`src/rtl/vga_pkg.sv`:
```
// Shared 640x480@60 timing constants, RGB444 colours and bank-swap FSM states
// for the VGA output path (also used by the h/v counter block).
package vga_pkg;

    localparam int WIDTH   = 640;
    localparam int HEIGHT  = 480;
    localparam int H_TOTAL = 800;
    localparam int V_TOTAL = 525;

    localparam logic [9:0] H_SYNC_START = 10'd16;
    localparam logic [9:0] H_SYNC_END   = 10'd112;
    localparam logic [9:0] H_DISP_START = 10'd160;
    localparam logic [9:0] V_SYNC_START = 10'd10;
    localparam logic [9:0] V_SYNC_END   = 10'd12;
    localparam logic [9:0] V_DISP_START = 10'd45;

    localparam logic [11:0] RGB_WHITE = 12'hFFF;
    localparam logic [11:0] RGB_BLACK = 12'h000;
    localparam logic [11:0] RGB_GREY  = 12'h333;

    typedef enum logic [1:0] {
        SWAP_LOCK = 2'd0,
        SWAP_OPEN = 2'd1,
        SWAP_DONE = 2'd2
    } swap_state_t;

endpackage

```
`src/rtl/vga_bank_swap_ctrl.sv`:
```
// Displayed-bank ownership: the life engine may flip the bank at most once per
// vertical blanking interval, never while visible lines are being fetched.
module vga_bank_swap_ctrl
    import vga_pkg::*;
(
    input  logic clk_i,
    input  logic rst_i,
    input  logic vblank_i,
    input  logic swap_req_i,
    output logic swap_ack_o,
    output logic rd_bank_o
);

    // Handshake: swap_req_i is a level held by the engine until it sees the
    // one-cycle swap_ack_o pulse; rd_bank_o changes on the same edge as the ack.
    swap_state_t state_q, state_d;
    logic        bank_q, bank_d;
    logic        ack_q, ack_d;

    always_ff @(posedge clk_i) begin
        if (rst_i) begin
            state_q <= SWAP_LOCK;
            bank_q  <= 1'b0;
            ack_q   <= 1'b0;
        end else begin
            state_q <= state_d;
            bank_q  <= bank_d;
            ack_q   <= ack_d;
        end
    end

    always_comb begin
        state_d = state_q;
        bank_d  = bank_q;
        ack_d   = 1'b0;
        unique case (state_q)
            SWAP_LOCK: begin
                if (vblank_i) state_d = SWAP_OPEN;
            end
            SWAP_OPEN: begin
                if (!vblank_i) begin
                    state_d = SWAP_LOCK;
                end else if (swap_req_i) begin
                    bank_d  = ~bank_q;
                    ack_d   = 1'b1;
                    state_d = SWAP_DONE;
                end
            end
            SWAP_DONE: begin
                if (!vblank_i) state_d = SWAP_LOCK;
            end
            default: state_d = SWAP_LOCK;
        endcase
    end

    assign swap_ack_o = ack_q;
    assign rd_bank_o  = bank_q;

endmodule

```
`src/rtl/vga_cell_renderer.sv`:
```
// Turns raw h/v counts into 2-cycle pipelined sync/de/RGB, drawing each life-grid
// cell as a square block fetched from the displayed RAM bank.
module vga_cell_renderer
    import vga_pkg::*;
#(
    parameter int          CELL_SHIFT = 3,
    parameter int          GRID_W     = 80,
    parameter int          GRID_H     = 60,
    parameter bit          GRID_EN    = 1'b1,
    parameter logic [11:0] COL_ALIVE  = RGB_WHITE,
    parameter logic [11:0] COL_DEAD   = RGB_BLACK,
    parameter logic [11:0] COL_GRID   = RGB_GREY
) (
    input  logic        plk,
    input  logic        rst,
    input  logic [9:0]  h_count,
    input  logic [9:0]  v_count,
    output logic        rd_en,
    output logic [12:0] rd_addr,
    output logic        rd_bank,
    input  logic        cell_q,
    input  logic        swap_req,
    output logic        swap_ack,
    output logic        frame_start,
    output logic        hsync_n,
    output logic        vsync_n,
    output logic        de,
    output logic [11:0] rgb
);

    localparam int         CX_W      = $clog2(GRID_W);
    localparam int         CY_W      = $clog2(GRID_H);
    localparam logic [9:0] CELL_MASK = 10'((1 << CELL_SHIFT) - 1);

    // Stage 0: decode straight off the counter outputs.
    logic            hs0, vs0, disp0, grid0;
    logic [9:0]      x0, y0;
    logic [CX_W-1:0] cell_x0;
    logic [CY_W-1:0] cell_y0;
    logic [12:0]     addr0;

    assign hs0     = (h_count >= H_SYNC_START) && (h_count < H_SYNC_END);
    assign vs0     = (v_count >= V_SYNC_START) && (v_count < V_SYNC_END);
    assign disp0   = (h_count >= H_DISP_START) && (v_count >= V_DISP_START);
    assign x0      = h_count - H_DISP_START;
    assign y0      = v_count - V_DISP_START;
    assign cell_x0 = CX_W'(x0 >> CELL_SHIFT);
    assign cell_y0 = CY_W'(y0 >> CELL_SHIFT);
    assign grid0   = ((x0 & CELL_MASK) == 10'd0) || ((y0 & CELL_MASK) == 10'd0);

    // 80 = 64 + 16, so the row offset needs only two shifts and an add.
    generate
        if (GRID_W == 80) begin : g_addr_shift
            assign addr0 = (13'(cell_y0) << 6) + (13'(cell_y0) << 4) + 13'(cell_x0);
        end else begin : g_addr_mul
            assign addr0 = 13'(cell_y0) * 13'(GRID_W) + 13'(cell_x0);
        end
    endgenerate

    // Stage 1: RAM request plus delayed timing flags.
    logic        rd_en_q, hs1_q, vs1_q, disp1_q, grid1_q;
    logic [12:0] rd_addr_q, rd_addr_d;
    logic        frame_start_q;

    assign rd_addr_d = disp0 ? addr0 : rd_addr_q;

    always_ff @(posedge plk) begin
        if (rst) begin
            rd_en_q       <= 1'b0;
            rd_addr_q     <= 13'd0;
            hs1_q         <= 1'b0;
            vs1_q         <= 1'b0;
            disp1_q       <= 1'b0;
            grid1_q       <= 1'b0;
            frame_start_q <= 1'b0;
        end else begin
            rd_en_q       <= disp0;
            rd_addr_q     <= rd_addr_d;
            hs1_q         <= hs0;
            vs1_q         <= vs0;
            disp1_q       <= disp0;
            grid1_q       <= grid0;
            frame_start_q <= (h_count == 10'd0) && (v_count == 10'd0);
        end
    end

    // Stage 2: cell data lands here, aligned with the delayed sync flags.
    logic        hsync_n_q, vsync_n_q, de_q;
    logic [11:0] rgb_q, rgb_d;

    always_comb begin
        rgb_d = 12'h000;
        if (disp1_q) begin
            if (cell_q)                  rgb_d = COL_ALIVE;
            else if (GRID_EN && grid1_q) rgb_d = COL_GRID;
            else                         rgb_d = COL_DEAD;
        end
    end

    always_ff @(posedge plk) begin
        if (rst) begin
            hsync_n_q <= 1'b1;
            vsync_n_q <= 1'b1;
            de_q      <= 1'b0;
            rgb_q     <= 12'h000;
        end else begin
            hsync_n_q <= ~hs1_q;
            vsync_n_q <= ~vs1_q;
            de_q      <= disp1_q;
            rgb_q     <= rgb_d;
        end
    end

    vga_bank_swap_ctrl u_swap (
        .clk_i      (plk),
        .rst_i      (rst),
        .vblank_i   (v_count < V_DISP_START),
        .swap_req_i (swap_req),
        .swap_ack_o (swap_ack),
        .rd_bank_o  (rd_bank)
    );

    assign rd_en       = rd_en_q;
    assign rd_addr     = rd_addr_q;
    assign frame_start = frame_start_q;
    assign hsync_n     = hsync_n_q;
    assign vsync_n     = vsync_n_q;
    assign de          = de_q;
    assign rgb         = rgb_q;

endmodule

```
`config.mk`:
```
export PLATFORM = sky130hd
export DESIGN_NAME = vga_cell_renderer
export DESIGN_NICKNAME = d
export VERILOG_FILES = /design/src/rtl/vga_pkg.sv /design/src/rtl/vga_bank_swap_ctrl.sv /design/src/rtl/vga_cell_renderer.sv
export SDC_FILE = /design/constraint.sdc
export NUM_CORES = 1
export LEC_CHECK = 0
export CAP_MARGIN = 10
export CORE_UTILIZATION = 40
export CTS_BUF_LIST = sky130_fd_sc_hd__clkbuf_4 sky130_fd_sc_hd__clkbuf_8 sky130_fd_sc_hd__clkbuf_16
export CTS_CLUSTER_SIZE = 10
export DETAILED_ROUTE_END_ITERATION = 6
export PLACE_DENSITY_LB_ADDON = 0.3
export SLEW_MARGIN = 15
export SYNTH_ARGS = -nofsm -noshare
export SYNTH_HDL_FRONTEND = slang
export SYNTH_SLANG_ARGS = --single-unit
```
`constraint.sdc`:
```
create_clock -name plk -period 2.96 [get_ports plk]
set_clock_uncertainty 0.05 [all_clocks]
set_input_delay 0.444 -clock plk [delete_from_list [all_inputs] [get_ports plk]]
set_output_delay 0.444 -clock plk [all_outputs]
set_load 0.02 [all_outputs]
```
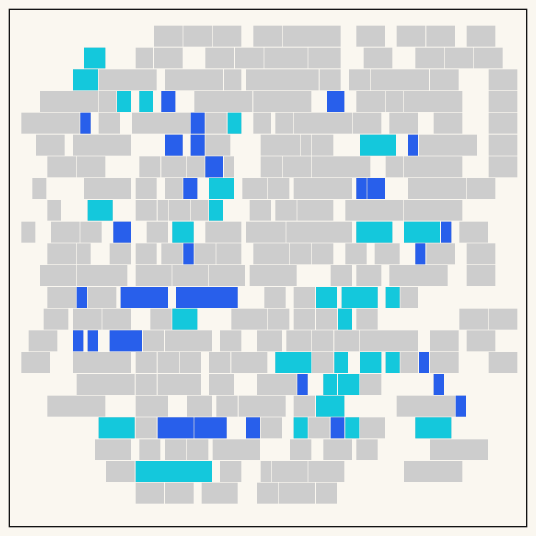
Figure 1: run 1, gate-type map.
Drawn at 8 px/µm.
Blue marks nor cells, cells 29. Cyan marks aoi and oai cells, cells 29.
logic share of the area: 40.06%
most numerous logic cell after layout: buf_4
Non-Filler Instances: 300

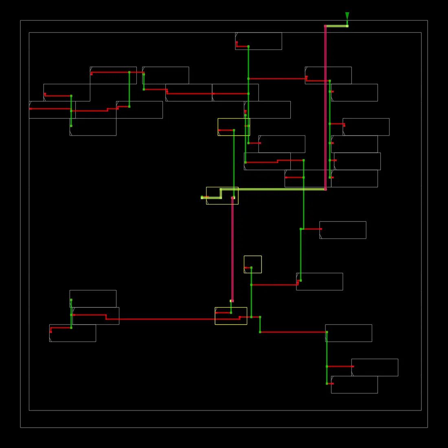
Figure 2: run 1, the clock network.
Flops: 27
TritonCTS Sinks: 27
Clock Power: 0.215 mW

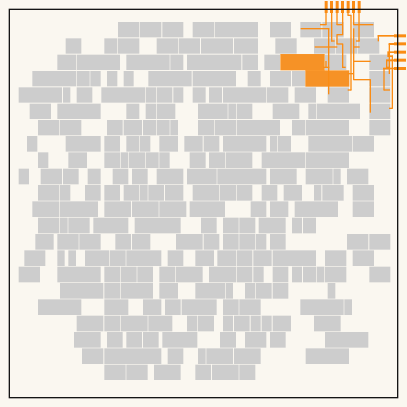
Figure 3: run 1, wires at chosen ports, followed through buffers.
Drawn at 6 px/µm.
Orange marks rgb, direction output, end cells 2, buffers 12, wire 120 µm.
# port buffers: 55
Ports: 56

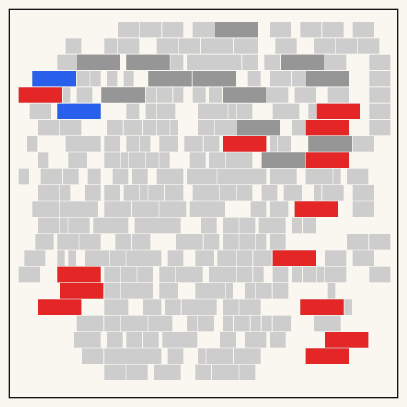
Figure 4: run 1, sequential cells colored by netlist name.
Drawn at 6 px/µm. Other sequential cells in the stronger gray, the rest of the logic in the fainter gray.
Red marks rd_addr, flops 13. Blue marks u_swap.state_q, flops 2.
fin util: 69.76%
Power Sequential: 0.420 mW
Register Area: 540.5 µm²
fraction of area in registers: 20.85%

## run 1: cell families after synthesis
logic type,count (synthesis),share of synthesized area (%)
multiplexers,7,4.487
flip-flops,27,34.62
XOR/XNOR,12,6.731
adder cells (fa/ha/maj),13,10.90
AND-OR/OR-AND,37,18.91
AND/OR/NAND/NOR,47,16.83
buffers and inverters,18,7.531
## run 1: cell usage in the layout (no fill, tap or decap), drive strengths merged, types with 3 or more instances in the layout
master | Yosys | routed
a211oi | 8 | 8
a21o | 3 | 3
a21oi | 8 | 8
buf | 14 | 48
clkbuf | 0 | 7
clkdlybuf4s50 | 0 | 43
dfxtp | 27 | 27
dlymetal6s2s | 0 | 3
ha | 12 | 12
inv | 4 | 4
mux2i | 7 | 7
nand2b | 5 | 5
nor2 | 15 | 15
nor3 | 7 | 7
nor4 | 5 | 5
o21a | 3 | 3
o21ai | 6 | 6
or3 | 3 | 3
xnor2 | 8 | 8
xor2 | 4 | 4
## run 1: repair_timing
action	in CTS	in global routing
buffers inserted	5	4
pin swaps	16	18
resized	23	30
setup endpoints to repair	4	4
hold buffers	0	0
## run 1: flip-flops by register name, summed over array words and instances (netlist names)
signal             flops
rd_addr               13
rgb                    2
u_swap.state_q         2
de                     1
disp1_q                1
frame_start            1
grid1_q                1
hs1_q                  1
hsync_n                1
u_swap.rd_bank_o       1
u_swap.swap_ack_o      1
vs1_q                  1
vsync_n                1
## run 1: stage by stage
| stage | setup slack (ns) | util (%) |
|---|---|---|
| global placement | -0.5447 | 63.87 |
| global route | -0.02107 | 69.76 |
| floorplan | 0.009005 | - |
| detailed placement | -0.6403 | 63.87 |
| finish | 0.07769 | 69.76 |
| CTS | 0.003304 | 66.73 |
## run 1: final timing paths
kind | from | endpoint | slack, ns | cells after the start
hold / removal | hs1_q | hsync_n | 0.34 | 1
hold reg to reg | hs1_q | hsync_n | 0.34 | 1
setup reg to reg | u_swap.state_q[1] | u_swap.rd_bank_o | 1.83 | 3
setup / recovery | h_count[6] | rd_addr[10] | 0.08 | 14
## run 1: power by group through the flow
stage	logic, mW	registers (mW)	clock network (mW)
3_3_place_gp	0.541	0.426	0
5_1_grt	0.657	0.426	0.235
3_5_place_dp	0.553	0.429	0
2_1_floorplan	0.259	0.471	0
6_report	0.607	0.420	0.215
4_1_cts	0.570	0.421	0.223
## run 1: metal layers
metal	share of wire [%]	wire length [µm]	up-vias	GRT usage, %
met2	54	2207	35	37.76
met5	0	0	-	0
met3	2.9	118	4	1.585
li1	-	-	759	-
met4	1.0	42	0	7.500
met1	42	1745	725	24.05
## run 1: final cells by class
class / instances / area share (%)
clock inverters: 1 / 0.2896
clock buffers: 3 / 1.593
flip-flops and latches: 27 / 20.85
multi-input cells: 116 / 40.06
well taps: 48 / 2.317
inverters: 4 / 0.6757
repair buffers: 101 / 34.22
==> impl_metrics.csv, run 1 <==
group,metric,value,unit
timing,setup_viol,0,
logic_synthesis,yosysChipArea,1561,µm²
die,fp_util,42.02,%
logic_synthesis,yosysUniqueCellTypes,43,
global_routing,grt_max_degree,17,
cells_and_area,fin_area,2592,µm²
cells_and_area,area_delta_synth_final,66.03,%
pwr,vdd_drop_max,0.0002587,V
placement,dp_hpwl,3075,µm
setup_path,path_cells,"buf_8, inv_4, ha_4, inv_2, a21oi_2, xor2_1, ha_1, xor2_2, ha_1, a211o_1, a211oi_2, nor2_1, or4b_1, a21oi_1",
setup_path,crit_buf_inv,3,
logic_synthesis,syn_area,1561,µm²
route,drt_iter0_markers,32,
flow_run,drv_cap,0,
timing,timing.fmax,0.3469,GHz
timing,fin_crit_sh,97.38,%
route,totalWireLength,4113,µm
setup_path,critical_path.slowest_cell,"or4b_1",
clock_network,htree_num_levels,1,
cells_and_area,antenna_cells,0,
setup_path,max_stage_delay,0.51,ns
global_routing,antenna_found_initial,0,
pwr,p_comb_share,48.9,%
pwr,leakagePower,1.125,nW
setup_path,start_kind,"input port",
timing,timing.hold.ws,0.3422,ns
logic_synthesis,flop_cell,"dfxtp_1",
pwr,p_sw_share,33.35,%
logic_synthesis,yosysMostFrequentCell,"dfxtp_1",
clock_network,worstSkewPairLatency,0.27,ns
timing,maxSlewHeadroom,70.31,%
status,outcome,"complete, no violations",
setup_path,cp_top_family,"AND-OR/OR-AND gates",
logic_synthesis,area_leaders,"dfxtp_1, ha_1, buf_4, mux2i_1, xnor2_1",
cells_and_area,fillers,287,
global_routing,grt.total_usage,20.31,%
route,vias,1523,
setup_path,path_common_cell,"ha_1",
route,drc,0,
die,core,3716,µm²
logic_synthesis,synth_flops,27,
clock_network,cts_tree,"yes",
route,dr.pass1.iters,4,
flow_run,warnings,27,
logic_synthesis,yosysWarnings,0,
route,vias_per_cell,5.077,
logic_synthesis,postSynthNetCount,198,
logic_synthesis,synthCells,161,
route,wl_per_cell,13.71,µm
timing,worst_pin_slew,0.4416,ns
worst_hold_path,hp-class,"flip-flop to flip-flop",
timing,hold_violations,0,
placement,place_congestion,0.8776,
global_routing,grt_overflow,0,
die,dieArea,4158,µm²
global_routing,grt_pass1_wl,6734,µm
timing,period_needed,2.882,ns
pwr,seqPwrFrac,33.8,%
logic_synthesis,synth_seq_share,34.62,%
clock_network,cts_buffers,3,
pwr,powerDensity,479.0,nW/µm²
setup_path,crit_path_end_kind,"flip-flop",
setup_path,cp_data_required_time,3.13,ns
timing,finalSetupTns,0,ns
logic_synthesis,top_cells_by_count,"dfxtp_1, nor2_1, ha_1, buf_4",
pwr,p_int,0.8277,mW
clock_network,clock_path_buffers,2,
die,die_h,64.48,µm
die,dieWidth,64.48,µm
logic_synthesis,async_flop_share,0,%
timing,rsz0062_at_grt,"yes",
pwr,p_sw,0.4142,mW
timing,slew_viol_final,0,
logic_synthesis,largest_area_cell,"dfxtp_1",
logic_synthesis,netlist.area_leader.share,34.62,%
cells_and_area,layout-drive-gt1-share,34.52,%
route,postRouteAntennaNets,0,
clock_network,clk_pin_slew,0.10,ns
clock_network,cts-root-buf,"clkbuf_8",
logic_synthesis,yosys_cells,161,
logic_synthesis,edf_count,0,
logic_synthesis,avgSynthCellArea,9.699,µm²
placement,dp_cells,287,
pwr,p_clk_share,17.3,%
setup_path,arrival,3.05,ns
cells_and_area,nNetsFinal,290,
setup_path,crit_type,"input port to flip-flop",
die,rows,22,
pwr,p_total,1.242,mW
placement,place_area,2374,µm²
setup_path,critPathMaxFanout,2,
cells_and_area,multiInputGateArea,1039,µm²
global_routing,grt_pass1_vias,1511,
## Run 2: what changed since run 1
--- a/config.mk
+++ b/config.mk
@@ -8,7 +8,6 @@
 export CAP_MARGIN = 10
 export CORE_UTILIZATION = 40
 export CTS_BUF_LIST = sky130_fd_sc_hd__clkbuf_4 sky130_fd_sc_hd__clkbuf_8 sky130_fd_sc_hd__clkbuf_16
-export CTS_CLUSTER_SIZE = 10
 export DETAILED_ROUTE_END_ITERATION = 6
 export PLACE_DENSITY_LB_ADDON = 0.3
 export SLEW_MARGIN = 15
==> constraint.sdc (replaced) <==
create_clock -name plk -period 2.96 [get_ports plk]
set_clock_uncertainty 0.05 [all_clocks]
set_input_delay 0.444 -clock plk [delete_from_list [all_inputs] [get_ports plk]]
set_output_delay 0.444 -clock plk [all_outputs]
set_load 0.1 [all_outputs]
==> run 2 against run 1 <==
Die size stayed put. Combinational power is 41% higher. Power is 21% higher. Clock power is 3% higher. Worst hold slack hardly changed.
==> impl_metrics.csv, run 2 <==
group,metric,value,unit
logic_synthesis,edf_count,0,
cells_and_area,finalCoreUtilization,67.98,%
route,drt_iter0_markers,64,
route,postRouteAntennaNets,0,
placement,place_area,2286,µm²
cells_and_area,mostFrequentLayoutCell,"buf_4",
setup_path,crit_path_end_kind,"flip-flop",
logic_synthesis,yosys_cells,161,
logic_synthesis,synth_seq_share,34.62,%
logic_synthesis,yosysMostFrequentCell,"dfxtp_1",
placement,dp_hpwl,3171,µm
pwr,p_sw,0.6849,mW
cells_and_area,area_delta_synth_final,61.78,%
pwr,powerDensity,593.2,nW/µm²
setup_path,crit_type,"input port to flip-flop",
logic_synthesis,compound_area_share,18.91,%
timing,setup_viol,0,
route,vias_per_cell,5.149,
route,top_layer_used,"met4",
timing,period_needed,2.959,ns
clock_network,cts_buffers,3,
route,wl_met3,149,µm
route,met1_length,1815,µm
logic_synthesis,yosysWarnings,0,
timing,timing.fmax,0.3379,GHz
global_routing,grt_pass1_vias,1491,
placement,place_congestion,0.8417,
setup_path,arrival,3.13,ns
cells_and_area,largest_register_ffs,13,
die,rows,22,
route,drc,0,
logic_synthesis,synth_flops,27,
route,wl_met2,2269,µm
pwr,vdd_drop_max,0.0002537,V
pwr,p_comb_share,57.1,%
global_routing,grt_pass1_wl,6555,µm
die,core,3716,µm²
logic_synthesis,flop_cell,"dfxtp_1",
die,fp_util,42.02,%
clock_network,cts.sink_count,27,
global_routing,grt_max_degree,17,
pwr,p_sw_share,45.71,%
pwr,p_clk_share,14.8,%
clock_network,clock_path_buffers,2,
worst_hold_path,hold_path_depth,1,
worst_hold_path,hp-class,"flip-flop to flip-flop",
flow_run,warnings,27,
setup_path,critPathMaxFanout,5,
logic_synthesis,yosysUniqueCellTypes,43,
global_routing,grt.total_usage,19.80,%
status,outcome,"complete, no violations",
clock_network,cts_tree,"yes",
logic_synthesis,syn_area,1561,µm²
route,totalWireLength,4309,µm
logic_synthesis,area_leaders,"dfxtp_1, ha_1, buf_4, mux2i_1, xnor2_1",
cells_and_area,fin_area,2526,µm²
route,vias,1524,
timing,fin_crit_sh,99.97,%
pwr,p_int,0.8135,mW
cells_and_area,layout-drive-gt1-share,46.37,%
timing,slew_viol_final,0,
clock_network,clk_pin_slew,0.10,ns
die,dieArea,4158,µm²
cells_and_area,most-common-layout-cells,"buf_4, dfxtp_1, nor2_1",
clock_network,worstSkewPairLatency,0.28,ns
pwr,leakagePower,1.146,nW
clock_network,holdBufCountCts,0,
cells_and_area,nNetsFinal,286,
global_routing,grt_overflow,0,
timing,rsz0062_at_grt,"yes",
logic_synthesis,yosys.area_share.adder,10.90,%
logic_synthesis,largest_area_cell,"dfxtp_1",
clock_network,cts-root-buf,"clkbuf_8",
[run 2: logic make-up after synthesis]
group	Yosys count
and+or+nand+nor	47
buffers and inverters	18
adders and majority gates	13
DFF	27
muxes	7
AOI/OAI and AO/OA	37
xor gates and xnor gates	12
[run 2: what timing repair did]
| action | in CTS | in global routing |
|---|---|---|
| pin swaps | 13 | 20 |
| gates resized | 17 | 31 |
| buffers inserted | 4 | 2 |
| setup endpoints to repair | 4 | 4 |
[run 2: power groups by stage]
stage                     clock, mW  sequential [mW]  combinational (mW)
after global placement            0            0.427               0.776
after detailed placement          0            0.430               0.793
after floorplan                   0            0.686               0.296
after global routing          0.237            0.426               0.905
after CTS                     0.223            0.422               0.810
final                         0.222            0.421               0.855
[run 2: layout make-up]
| cell class | instances | area (µm²) |
|---|---|---|
| timing repair buffer | 97 | 785.8 |
| inverter | 4 | 17.52 |
| sequential | 27 | 540.5 |
| fill | 289 | 1190 |
| multi-input combinational | 116 | 1074 |
| tap | 48 | 60.06 |
| clock buffer | 3 | 41.29 |
| clock inverter | 1 | 7.507 |
[run 2: worst paths after layout]
| kind | start | to | slack (ns) |
|---|---|---|---|
| worst max-delay path | v_count[0] | rd_addr[10] | 0.0009 |
| worst min-delay path | hs1_q | hsync_n | 0.34 |
| worst max register to register | u_swap.state_q[1] | u_swap.rd_bank_o | 1.83 |
| worst min register to register | hs1_q | hsync_n | 0.34 |
[run 2: per-layer routing]
metal | up-vias | global-route usage, %
met3 | 9 | 2.641
met2 | 47 | 37.76
li1 | 750 | -
met1 | 718 | 23.23
met5 | - | 0
met4 | 0 | 4.167
[run 2: through the flow]
stage / TNS, ns / instances / hold WS [ns]
final: 0 / 296 / 0.3421
after global routing: -0.1497 / 296 / 0.3708
after CTS: 0 / 294 / 0.3425
after detailed placement: -2.294 / 286 / 0.3193
after global placement: -1.940 / 286 / 0.3146
after floorplan: 0 / 161 / 0.3059
[run 2: critical path: stages]
cell,delay [ns]
dlygate4sd2_1,0.28
o211a_4,0.27
o21a_4,0.24
xnor2_4,0.17
ha_1,0.27
ha_2,0.21
a211o_1,0.29
a211oi_2,0.22
nor2_1,0.07
or4b_1,0.52
a21oi_1,0.13
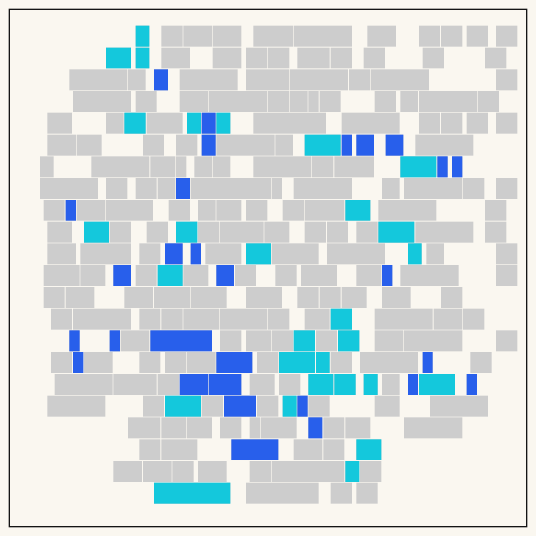
Figure 5: run 2, gate-type map.
Drawn at 8 px/µm.
Cyan marks aoi and oai cells, cells 29. Blue marks nor cells, cells 29.
logic share of the area: 42.50%
Non-Filler Instances: 296

No activity file was given, so power comes from the tool's default toggle rates.
